### config.mk
export PLATFORM = sky130hd
export DESIGN_NAME = intr_ctrl
export DESIGN_NICKNAME = d
export VERILOG_FILES = /design/src/rtl/intr_ctrl.sv
export SDC_FILE = /design/constraint.sdc
export NUM_CORES = 1
export LEC_CHECK = 0
export ABC_AREA = 1
export CAP_MARGIN = 20
export CORE_MARGIN = 2
export CORE_UTILIZATION = 47
export CTS_BUF_LIST = sky130_fd_sc_hd__clkbuf_8
export DETAILED_ROUTE_END_ITERATION = 10
export PLACE_DENSITY = 0.84
export REMOVE_ABC_BUFFERS = 1
export SYNTH_ARGS = -nofsm -noshare
export SYNTH_HDL_FRONTEND = slang
export SYNTH_SLANG_ARGS = --single-unit
### constraint.sdc
create_clock -name clk -period 1.9 [get_ports clk]
set_input_delay 0.285 -clock clk [delete_from_list [all_inputs] [get_ports clk]]
set_output_delay 0.285 -clock clk [all_outputs]
set_load 0.03 [all_outputs]
### src/rtl/intr_ctrl.sv
// rtl/intr_ctrl.sv - two-line edge-triggered interrupt controller, fixed priority, no nesting
// Optional input synchronizer: define INTC_SYNC_EN
module intr_ctrl #(
    parameter int               VEC_W    = 10,
    parameter logic [VEC_W-1:0] VEC1     = VEC_W'(10'h3F0),
    parameter logic [VEC_W-1:0] VEC2     = VEC_W'(10'h3F8),
    parameter logic [1:0]       MASK_RST = 2'b11
) (
    input  logic             clk,
    input  logic             reset,
    input  logic             intr1,
    input  logic             intr2,
    input  logic             mask_we,
    input  logic [1:0]       mask_in,
    input  logic             ack,
    input  logic             iret,
    output logic             irq,
    output logic [VEC_W-1:0] vector,
    output logic [1:0]       pending,
    output logic [1:0]       in_service
);

    localparam logic [1:0] ST_IDLE    = 2'd0;
    localparam logic [1:0] ST_REQ     = 2'd1;
    localparam logic [1:0] ST_SERVICE = 2'd2;

    logic [1:0]       r_state;
    logic [1:0]       r_line_q;
    logic [1:0]       r_mask;
    logic [1:0]       r_pending;
    logic [1:0]       r_winner;
    logic [1:0]       r_in_service;
    logic             r_irq;
    logic [VEC_W-1:0] r_vector;

    logic [1:0]       w_line;
    logic [1:0]       w_rise;
    logic [1:0]       w_eligible;
    logic [1:0]       w_win;
    logic [1:0]       w_clr;

`ifdef INTC_SYNC_EN
    logic [1:0] r_sync1;
    logic [1:0] r_sync2;

    always_ff @(posedge clk or negedge reset) begin
        if (!reset) begin
            r_sync1 <= 2'b00;
            r_sync2 <= 2'b00;
        end else begin
            r_sync1 <= {intr2, intr1};
            r_sync2 <= r_sync1;
        end
    end

    assign w_line = r_sync2;
`else
    assign w_line = {intr2, intr1};
`endif

    assign w_rise     = w_line & ~r_line_q;
    assign w_eligible = r_pending & r_mask;
    assign w_win      = w_eligible[0] ? 2'b01 : (w_eligible[1] ? 2'b10 : 2'b00);
    // Only an accepted request retires its pending bit; a same-cycle rise re-sets it.
    assign w_clr      = (r_state == ST_REQ && ack) ? r_winner : 2'b00;

    always_ff @(posedge clk or negedge reset) begin
        if (!reset) begin
            r_line_q <= 2'b00;
            r_mask   <= MASK_RST;
            r_pending <= 2'b00;
        end else begin
            r_line_q  <= w_line;
            r_pending <= (r_pending & ~w_clr) | w_rise;
            if (mask_we) begin
                r_mask <= mask_in;
            end
        end
    end

    always_ff @(posedge clk or negedge reset) begin
        if (!reset) begin
            r_state      <= ST_IDLE;
            r_winner     <= 2'b00;
            r_in_service <= 2'b00;
            r_irq        <= 1'b0;
            r_vector     <= '0;
        end else begin
            case (r_state)
                ST_IDLE: begin
                    if (w_win != 2'b00) begin
                        r_irq    <= 1'b1;
                        r_vector <= w_win[0] ? VEC1 : VEC2;
                        r_winner <= w_win;
                        r_state  <= ST_REQ;
                    end
                end
                ST_REQ: begin
                    if (ack) begin
                        r_irq        <= 1'b0;
                        r_vector     <= '0;
                        r_in_service <= r_winner;
                        r_state      <= ST_SERVICE;
                    end
                end
                ST_SERVICE: begin
                    if (iret) begin
                        r_in_service <= 2'b00;
                        r_state      <= ST_IDLE;
                    end
                end
                default: begin
                    r_state <= ST_IDLE;
                end
            endcase
        end
    end

    assign irq        = r_irq;
    assign vector     = r_vector;
    assign pending    = r_pending;
    assign in_service = r_in_service;

endmodule

Run 1, selected gate families:
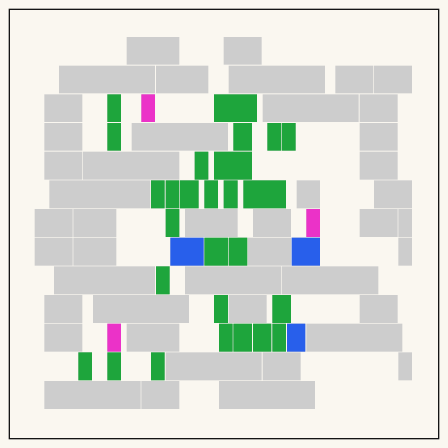
legend:
  nand cells:
    colour: green
    cells: 27
  aoi and oai cells:
    colour: blue
    cells: 3
  inv cells:
    colour: magenta
    cells: 3

Run 1, cell area per tile:
The die is cut into 8 by 8 equal tiles; white is low, dark blue is high, 0 to 100% covered.
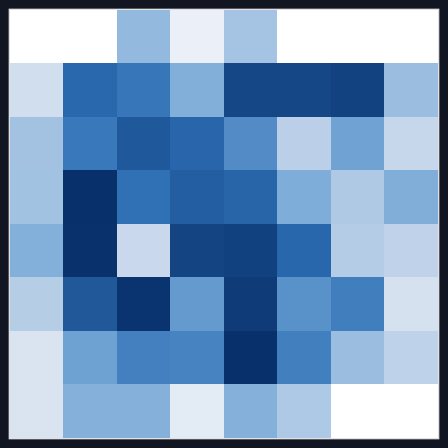
nearly empty tiles: 11%
tiles over 75% full: 27%
emptiest ninth of the die: bottom right

==> impl_metrics.csv, run 1 <==
group,metric,value,unit
place,placed_area,788,µm²
power_and_ir_drop,p_clk_frac,0.188,
clocking,clock_latency,0.24,ns
clocking,clock-sinks,14,
clocking,cts_max_path_buffers,2,
final_layout,comb_share,0.243,
routing,vias,443,
worst_setup_path,crit_fanout,8,
final_layout,flops,14,
logic_synthesis,ys_area,629,µm²
routing,wl_met1,423,µm
floorplanning,n_tap_cell,15,
job,openroad.warnings,25,
logic_synthesis,ys_cells,61,
place,gp_congestion,0.714,
clocking,postCtsSetupRepairBufs,0,
timing,fin_crit_sh,0.888,
worst_setup_path,cp_top_family,"buffers and inverters",
logic_synthesis,yosys.stat.seqShare,0.561,
final_layout,nNetsFinal,88,
final_layout,final_common_cell,"clkdlybuf4s50_1",
status,status,"finished, final reports clean",
logic_synthesis,simple_gate_area_frac,0.239,
timing,post-route-min-period,1.69,ns
power_and_ir_drop,p_switching,629,µW
clocking,path_clk_slew,0.06,ns
place,place_ws,0.451,ns
final_layout,areaGrowthSynthToFinish,34.0,%
power_and_ir_drop,ir_drop,0.000850,V
worst_setup_path,path_class,"reg -> out",
final_layout,fin_cells,93,
logic_synthesis,synth-warning-count,0,
worst_setup_path,arrival,1.40,ns
logic_synthesis,top_cell,"nand2_1",
worst_setup_path,end_kind,"output pin",
final_layout,post-route-util,0.665,
final_layout,seq_share,0.418,
logic_synthesis,logic_family,"simple AND/OR/NAND/NOR gates",
global_route,antenna_found_initial,0,
floorplanning,die_w,40.6,µm
routing,drt-total-wl,1010,µm
final_layout,dominant_cells,"sequential cells",
final_layout,buf_share,0.237,
global_route,grt-busiest-layer,"met2",
logic_synthesis,fa_ha_area_frac,0,
worst_setup_path,r2r_end,"r_winner[1]",
worst_setup_path,cp.required,1.62,ns
final_layout,fillers,115,
clocking,htreeDepth,1,
power_and_ir_drop,powerSeq,498,µW
final_layout,n_antenna_cell,0,
logic_synthesis,top_cells_by_count,"nand2_1, dfrtp_1, buf_4",
clocking,cts_made_buffers,3,
logic_synthesis,yosysUniqueCellTypes,17,
global_route,gr-total-overflow,0,
logic_synthesis,synthCells,61,
power_and_ir_drop,leakagePower,0.403,nW
global_route,grt_use_total,0.171,
worst_setup_path,cp-endpoint,"vector[5]",
worst_setup_path,path_buffers,1,
logic_synthesis,xor_share,0,
power_and_ir_drop,swShare,0.417,
hold_path,hold_path_class,"in -> async",
job,max_cap_viol_count,0,
global_route,grt_use_met3,0.0500,
global_route,grt_pass1_vias,420,
worst_setup_path,slowest_delay,0.71,ns
final_layout,final-clk-cell-share,0.0653,
logic_synthesis,numSynthFlops,14,
worst_setup_path,rrSetupSlack,0.83,ns
floorplanning,fp-utilization,0.496,
global_route,grt_pass1_wl,1740,µm
final_layout,buffers,20,
Run 1, signal wires on met2:
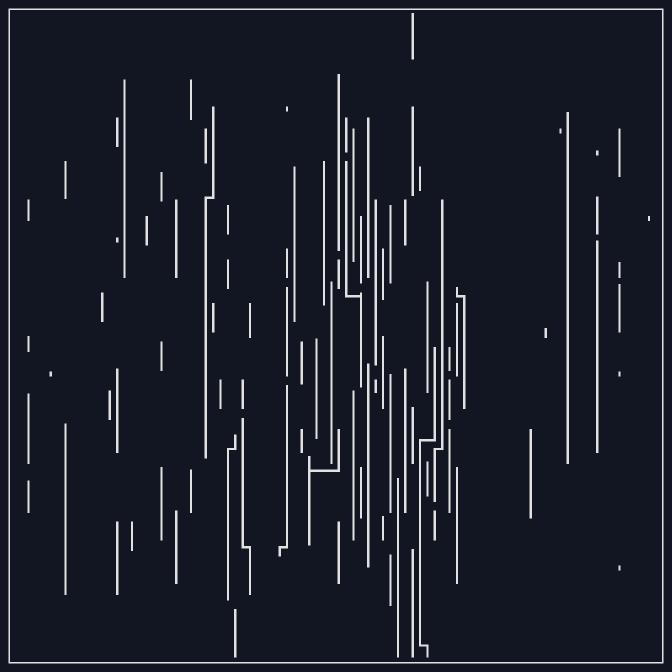
wire length on this layer: 489 µm
share of all routed wire: 48%

Run 1, signal wires by layer:
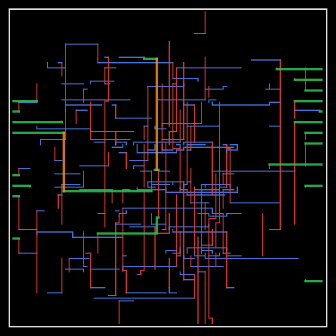

==> inputs of run 2 (changes only) <==
--- a/config.mk
+++ b/config.mk
@@ -5,13 +5,13 @@
 export SDC_FILE = /design/constraint.sdc
 export NUM_CORES = 1
 export LEC_CHECK = 0
-export ABC_AREA = 1
+export ABC_AREA = 0
 export CAP_MARGIN = 20
 export CORE_MARGIN = 2
 export CORE_UTILIZATION = 47
 export CTS_BUF_LIST = sky130_fd_sc_hd__clkbuf_8
 export DETAILED_ROUTE_END_ITERATION = 10
-export PLACE_DENSITY = 0.84
+export PLACE_DENSITY = 0.85
 export REMOVE_ABC_BUFFERS = 1
 export SYNTH_ARGS = -nofsm -noshare
 export SYNTH_HDL_FRONTEND = slang
==> constraint.sdc (replaced) <==
create_clock -name clk -period 2.2 [get_ports clk]
set_input_delay 0.33 -clock clk [delete_from_list [all_inputs] [get_ports clk]]
set_output_delay 0.33 -clock clk [all_outputs]
set_load 0.03 [all_outputs]
Run 2, signal wires by layer:
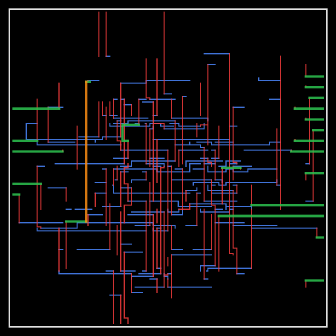
legend:
  M4:
    colour: orange
    wire_length: 17.7 µm
  M1:
    colour: blue
    wire_length: 436 µm
  M2:
    colour: red
    wire_length: 509 µm
  M3:
    colour: green
    wire_length: 76.7 µm

==> run 2 against run 1 <==
  * Sequential share of layout area grew 1.0 points
  * Clock power shrank 14%
  * Register-to-register slack better by 0.11 ns
  * Sequential power decreased by about 10%
  * First-iteration DRC count shrank 50%
  * Combinational power is 17% lower
  * Via count up 2.5%
  * Global-route usage down 0.88 points
  * Wire length rose by 2.9%
  * Clock skew barely moved
  * Flip-flop count unchanged
  * Non-clock buffer count did not move
==> impl_metrics.csv, run 2 <==
group,metric,value,unit
logic_synthesis,top_cell,"dfrtp_1",
logic_synthesis,yosysUniqueCellTypes,18,
clocking,clock-sinks,14,
place,place_ws,0.716,ns
final_layout,final-clk-cell-share,0.0669,
global_route,grt_pass1_vias,420,
logic_synthesis,simple_gate_area_frac,0.100,
clocking,htreeDepth,1,
logic_synthesis,synthCells,58,
worst_setup_path,end_kind,"output pin",
logic_synthesis,numSynthFlops,14,
routing,wl_met1,436,µm
worst_setup_path,path_buffers,1,
worst_setup_path,arrival,1.40,ns
final_layout,seq_share,0.429,
logic_synthesis,logic_family,"buffers and inverters",
final_layout,n_antenna_cell,0,
global_route,grt_use_total,0.162,
final_layout,fillers,86,
final_layout,post-route-util,0.712,
clocking,clock_latency,0.24,ns
logic_synthesis,ys_area,611,µm²
power_and_ir_drop,p_switching,519,µW
hold_path,hold_path_class,"reg -> reg",
worst_setup_path,rrSetupSlack,0.94,ns
logic_synthesis,yosys.stat.seqShare,0.578,
power_and_ir_drop,powerSeq,447,µW
clocking,path_clk_slew,0.05,ns
routing,drt-total-wl,1040,µm
final_layout,buf_share,0.243,
logic_synthesis,top_cells_by_count,"dfrtp_1, buf_4, nand2_1, o21ai_0, inv_1",
global_route,grt-busiest-layer,"met2",
clocking,postCtsSetupRepairBufs,0,
place,placed_area,768,µm²
floorplanning,n_tap_cell,14,
logic_synthesis,ys_cells,58,
global_route,grt_use_met3,0.00556,
worst_setup_path,r2r_end,"r_winner[0]",
global_route,grt_pass1_wl,1680,µm
worst_setup_path,cp_top_family,"buffers and inverters",
final_layout,areaGrowthSynthToFinish,34.8,%
job,max_cap_viol_count,0,
clocking,cts_made_buffers,3,
final_layout,buffers,20,
power_and_ir_drop,p_clk_frac,0.188,
final_layout,comb_share,0.217,
clocking,cts_max_path_buffers,2,
worst_setup_path,crit_fanout,8,
timing,post-route-min-period,1.73,ns
power_and_ir_drop,ir_drop,0.000822,V
logic_synthesis,fa_ha_area_frac,0,
global_route,antenna_found_initial,0,
logic_synthesis,xor_share,0,
final_layout,final_common_cell,"clkdlybuf4s50_1",
power_and_ir_drop,leakagePower,0.380,nW
final_layout,fin_cells,89,
status,status,"finished, final reports clean",
floorplanning,die_w,40.0,µm
Run 2, signal wires on met2:
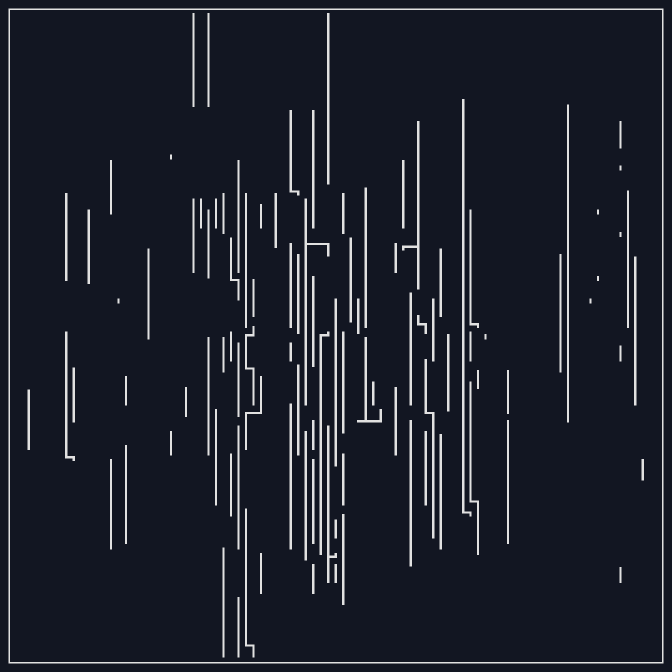
main direction: vertical
wire length on this layer: 509 µm
nets with wire on the layer: 78

Power figures rest on the tool's default switching activity, not on a simulated workload.
